`config.mk`:
```
export PLATFORM = sky130hd
export DESIGN_NAME = ram_port_arb
export DESIGN_NICKNAME = d
export VERILOG_FILES = /design/src/rtl/ram_port_arb.sv
export SDC_FILE = /design/constraint.sdc
export NUM_CORES = 1
export LEC_CHECK = 0
export ABC_AREA = 1
export CORE_ASPECT_RATIO = 1.25
export CORE_MARGIN = 1.5
export CORE_UTILIZATION = 40
export DETAILED_ROUTE_END_ITERATION = 10
export PLACE_DENSITY = 0.71
export SETUP_SLACK_MARGIN = 0.4
export SYNTH_ARGS = -nofsm -noshare
export SYNTH_HDL_FRONTEND = slang
export SYNTH_SLANG_ARGS = --single-unit
```
`constraint.sdc`:
```
create_clock -name clk -period 3.7 [get_ports clk]
set_input_delay 0.37 -clock clk [delete_from_list [all_inputs] [get_ports clk]]
set_output_delay 0.37 -clock clk [all_outputs]
set_load 0.1 [all_outputs]
```
`src/rtl/ram_port_arb.sv`:
```
// ram_port_arb
//   Arbitrates four single-beat requesters onto the two ports (A and B) of a
//   dual-port RAM with registered read data. Up to two requesters are granted
//   per cycle in rotating priority order, starting at rr_ptr. The first valid
//   requester goes to port A and the second to port B. Read data is returned
//   to the originating requester a fixed number of cycles after acceptance.
//
//   Build option: define RAM_PORT_ARB_FIXED_PRIO_EN to fix priority at
//   0>1>2>3 (rr_ptr held at 0). Round-robin rotation applies when it is
//   undefined.
//
// Ports
//   clk                    clock, rising edge
//   sclr                   synchronous active-high reset
//   req_valid[3:0]         request valid, one bit per requester
//   req_we[3:0]            1 = write, 0 = read
//   req_addr[23:0]         6-bit address per requester, lane i at [6i+5:6i]
//   req_wdata[31:0]        8-bit write data per requester, lane i at [8i+7:8i]
//   req_ready[3:0]         grant; transfer on valid & ready at a rising edge
//   rsp_valid[3:0]         read response valid per requester
//   rsp_rdata[31:0]        read data per requester, zero when not valid
//   ram_addr_a/_b          RAM port address
//   ram_din_a/_b           RAM port write data
//   ram_we_a/_b            RAM write enable, active-low (0 = write)
//   ram_dout_a/_b          RAM registered read data
//   ram_sclr               RAM output clear, active-low
module ram_port_arb #(
  parameter int DATA_W = 8,
  parameter int ADDR_W = 6
) (
  input  logic                  clk,
  input  logic                  sclr,
  input  logic [3:0]            req_valid,
  input  logic [3:0]            req_we,
  input  logic [4*ADDR_W-1:0]   req_addr,
  input  logic [4*DATA_W-1:0]   req_wdata,
  output logic [3:0]            req_ready,
  output logic [3:0]            rsp_valid,
  output logic [4*DATA_W-1:0]   rsp_rdata,
  output logic [ADDR_W-1:0]     ram_addr_a,
  output logic [ADDR_W-1:0]     ram_addr_b,
  output logic [DATA_W-1:0]     ram_din_a,
  output logic [DATA_W-1:0]     ram_din_b,
  output logic                  ram_we_a,
  output logic                  ram_we_b,
  input  logic [DATA_W-1:0]     ram_dout_a,
  input  logic [DATA_W-1:0]     ram_dout_b,
  output logic                  ram_sclr
);

  function automatic logic [ADDR_W-1:0] addr_lane(input logic [4*ADDR_W-1:0] v,
                                                  input logic [1:0] i);
    return v[int'(i)*ADDR_W +: ADDR_W];
  endfunction

  function automatic logic [DATA_W-1:0] data_lane(input logic [4*DATA_W-1:0] v,
                                                  input logic [1:0] i);
    return v[int'(i)*DATA_W +: DATA_W];
  endfunction

  logic [1:0]       rr_ptr;
  logic [1:0]       rr_nxt;
  logic [1:0]       scan_idx;
  logic             gnt_a_vld;
  logic [1:0]       gnt_a_idx;
  logic             cand_b_vld;
  logic [1:0]       cand_b_idx;
  logic             hazard;
  logic             gnt_b_vld;
  logic [1:0]       gnt_b_idx;

  // Response tracking, one slot per port: index 0 = port A, index 1 = port B.
  logic [1:0]       vld_p0;
  logic [1:0][1:0]  id_p0;
  logic [1:0]       vld_p1;
  logic [1:0][1:0]  id_p1;
  logic [3:0]            rsp_valid_nxt;
  logic [4*DATA_W-1:0]   rsp_rdata_nxt;

  // Scan requesters in priority order starting at rr_ptr. Nothing is
  // granted while sclr is high.
  always_comb begin
    scan_idx   = rr_ptr;
    gnt_a_vld  = 1'b0;
    gnt_a_idx  = '0;
    cand_b_vld = 1'b0;
    cand_b_idx = '0;
    for (int k = 0; k < 4; k++) begin
      scan_idx = rr_ptr + 2'(k);
      if (req_valid[scan_idx] && !sclr) begin
        if (!gnt_a_vld) begin
          gnt_a_vld = 1'b1;
          gnt_a_idx = scan_idx;
        end else if (!cand_b_vld) begin
          cand_b_vld = 1'b1;
          cand_b_idx = scan_idx;
        end
      end
    end
  end

  // Same-address pair involving a write: the second candidate waits and
  // port B idles rather than being offered to a later requester, so the
  // ordering between the two accesses stays unambiguous.
  assign hazard    = gnt_a_vld && cand_b_vld &&
                     (addr_lane(req_addr, gnt_a_idx) == addr_lane(req_addr, cand_b_idx)) &&
                     (req_we[gnt_a_idx] || req_we[cand_b_idx]);
  assign gnt_b_vld = cand_b_vld && !hazard;
  assign gnt_b_idx = cand_b_idx;

  // Grants come only from req_valid and the grant scan, never from req_ready.
  always_comb begin
    req_ready = '0;
    if (gnt_a_vld) req_ready[gnt_a_idx] = 1'b1;
    if (gnt_b_vld) req_ready[gnt_b_idx] = 1'b1;
  end

`ifdef RAM_PORT_ARB_FIXED_PRIO_EN
  // Pointer parked at 0 so the scan always starts at requester 0.
  assign rr_nxt = 2'd0;
`else
  always_comb begin
    rr_nxt = rr_ptr;
    if (gnt_b_vld)      rr_nxt = gnt_b_idx + 2'd1;
    else if (gnt_a_vld) rr_nxt = gnt_a_idx + 2'd1;
  end
`endif

  // Build next-cycle responses from the tracking slot whose RAM read
  // completed on the previous edge; unused lanes stay zero.
  always_comb begin
    rsp_valid_nxt = '0;
    rsp_rdata_nxt = '0;
    if (vld_p1[0]) begin
      rsp_valid_nxt[id_p1[0]] = 1'b1;
      rsp_rdata_nxt[int'(id_p1[0])*DATA_W +: DATA_W] = ram_dout_a;
    end
    if (vld_p1[1]) begin
      rsp_valid_nxt[id_p1[1]] = 1'b1;
      rsp_rdata_nxt[int'(id_p1[1])*DATA_W +: DATA_W] = ram_dout_b;
    end
  end

  always_ff @(posedge clk) begin
    if (sclr) begin
      rr_ptr     <= '0;
      vld_p0     <= '0;
      vld_p1     <= '0;
      rsp_valid  <= '0;
      rsp_rdata  <= '0;
      ram_we_a   <= 1'b1;
      ram_addr_a <= '0;
      ram_din_a  <= '0;
      ram_we_b   <= 1'b1;
      ram_addr_b <= '0;
      ram_din_b  <= '0;
    end else begin
      rr_ptr <= rr_nxt;

      // ---- p0: accepted request driven onto its RAM port for one cycle ----
      if (gnt_a_vld) begin
        ram_we_a   <= ~req_we[gnt_a_idx];
        ram_addr_a <= addr_lane(req_addr, gnt_a_idx);
        ram_din_a  <= data_lane(req_wdata, gnt_a_idx);
      end else begin
        ram_we_a   <= 1'b1;
        ram_addr_a <= '0;
        ram_din_a  <= '0;
      end
      if (gnt_b_vld) begin
        ram_we_b   <= ~req_we[gnt_b_idx];
        ram_addr_b <= addr_lane(req_addr, gnt_b_idx);
        ram_din_b  <= data_lane(req_wdata, gnt_b_idx);
      end else begin
        ram_we_b   <= 1'b1;
        ram_addr_b <= '0;
        ram_din_b  <= '0;
      end
      vld_p0 <= {gnt_b_vld & ~req_we[gnt_b_idx], gnt_a_vld & ~req_we[gnt_a_idx]};

      // ---- p1: RAM samples the port; its dout is valid after this edge ----
      vld_p1 <= vld_p0;

      // ---- response: dout captured into the requester's lane ----
      rsp_valid <= rsp_valid_nxt;
      rsp_rdata <= rsp_rdata_nxt;
    end
  end

  // Requester ids follow their valid bits; a cleared valid makes them inert.
  always_ff @(posedge clk) begin
    id_p0[0] <= gnt_a_idx;
    id_p0[1] <= gnt_b_idx;
    id_p1    <= id_p0;
  end

  always_ff @(posedge clk) begin
    ram_sclr <= ~sclr;
  end

endmodule

```
layer_met3.png
(2 px per um)
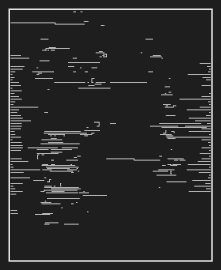
main direction: horizontal
nets with wire on the layer: 173
wire length on this layer: 1270 um
met3 track utilization from global routing: 4.248%
total via count after detailed routing: 5620
detailed-route wire length: 15990 um

congestion.png
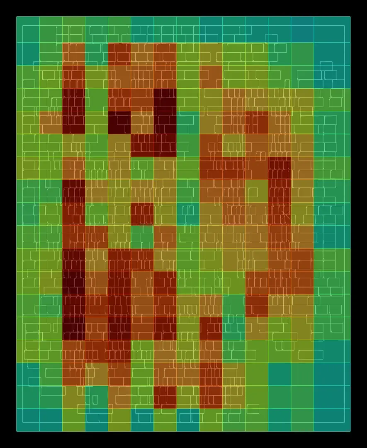
M2 GR Usage: 44.00%
layer carrying the most global-route usage: met2
routing usage on met1: 27.64%
utilization of the core after routing: 63.27%

==> deck_impl_summary.md <==
Flow Results at a Glance

Placement
  • Routability Congestion: 0.9152
  • Number of port buffers: 152
  • Placement-stage worst setup slack: -0.02719 ns

Timing
  • Final cycle utilization of the critical path: 97.35%
  • Worst clock skew on the final layout: 0.006542 ns
  • Worst Tran Pin Value: 1.008 ns
  • Count of final hold-check violations: 0
  • Final count of pins violating max slew: 0
  • Post-Route Setup TNS: 0 ns
  • Slew HR: 32.62%
  • Unrepaired setup endpoints after global routing: yes
  • Worst setup margin: 0.09821 ns
  • Final Setup Violations: 0
  • Period minus WS final: 3.602 ns

Worst hold path
  • Min-Delay Path Depth: 0
  • Worst hold start: id_p0[1]$_DFF_P_

Flow run
  • Maximum Capacitance Violations: 0

Layout
  • Repair and plain buffers: 202
  • Count of clock-net buffers in the final layout: 10
  • Fraction of area in registers: 22.17%
  • Commonest non-fill, non-tap cell in the layout: sky130_fd_sc_hd__nand2_1
  • Biggest cell category by area in the final layout: multi-input combinational cells
  • Share of cells above drive strength 1: 17.03%
  • Non-clock buffer contribution to total cell area: 27.80%
  • Combinational gate area: 2834 um^2
  • Most frequent logic cells in the routed design: sky130_fd_sc_hd__nand2_1, sky130_fd_sc_hd__clkdlybuf4s50_1, sky130_fd_sc_hd__dfxtp_1
  • Count of multi-input combinational gates: 521
  • Number of sequential cells: 81
  • Largest registers in the final layout: rsp_rdata x32, ram_din_a x8, ram_din_b x8
  • Final cell count without fillers: 1071
  • Cell area after layout: 7350 um^2
  • Number of nets at the end of the flow: 1002

Critical path
  • Critical Path Stages: 27
  • Reg-to-Reg Start: rr_ptr[0]$_SDFFE_PP0P_
  • FF-to-FF End: rr_ptr[1]$_SDFFE_PP0P_
  • Slowest Stage Delay on Critical Path: 0.37 ns
  • Gate family responsible for the most delay along the worst path: simple AND/OR/NAND/NOR gates
  • Data arrival at the endpoint of the critical path: 3.23 ns
  • Classification of the worst setup path: register to output port
  • Worst reg2reg setup slack: 0.48 ns
  • Critical Path Source: rr_ptr[0]$_SDFFE_PP0P_
  • R2R cell count: 30

Route
  • DRC Markers: 1
  • Number of DRC markers after the initial detailed-route iteration: 339
  • Met3 WL: 1267 um
  • Met2 routed WL: 8183 um
  • Antenna-violating nets left: 0
  • Wire length per cell: 14.93 um
  • Met1 WL: 5751 um
  • DR pass1 iterations: 9

Logic synthesis
  • Primary flip-flop cell chosen by synthesis mapping: sky130_fd_sc_hd__dfxtp_1
  • Most common cell in the synthesized netlist: sky130_fd_sc_hd__nand2_1
  • Mean Syn Cell Area: 6.635 um^2
  • Adder-cell area share of the yosys netlist: 3.934%
  • Largest area contributor in the synthesized netlist: sky130_fd_sc_hd__dfxtp_1
  • Synthesized netlist cell count: 719
  • Warnings from Yosys: 0
  • Chip area in the Yosys report: 4771 um^2
  • Top post-synthesis cells by count: sky130_fd_sc_hd__nand2_1, sky130_fd_sc_hd__dfxtp_1, sky130_fd_sc_hd__inv_1
  • Area share of the largest cell type after synthesis: 33.99%

Global routing
  • Via count of the first global-routing pass: 5517
  • Antenna violations before repair: 0
  • Global-route usage over all layers: 25.05%
  • Pin count of the biggest net entering global routing: 42

Clock tree
  • Worst skew pair latency: 0.34 ns
  • Total clock sinks: 81
  • TritonCTS clock tree: done
  • H-tree Lvls: 3
  • CTS Root Cell: sky130_fd_sc_hd__clkbuf_16
  • Cts-stage hold buffer count: 0
  • Number of buffers on the longest clock path: 2
  • Clock Pin Slew Worst Setup and Hold Paths: 0.06 ns
  • Number of buffers added for setup after CTS: 16

Pwr
  • Power density over cell area: 1004 nW/um^2
  • Internal power consumption: 3340 uW
  • Combinational share of power: 72.1%
  • Total power after layout: 7380 uW
  • Maximum resistive drop on vdd: 1.614 mV
  • Share of power burned in the clock network: 11.6%

Floorplan
  • FP Util: 41.07%
  • Core area: 11620 um^2
  • Die Y: 125.1 um

Outcome
  • Violations in the final reports: DRC
  • Run status: finished, violations left
Power is estimated from default activity; no workload was simulated.
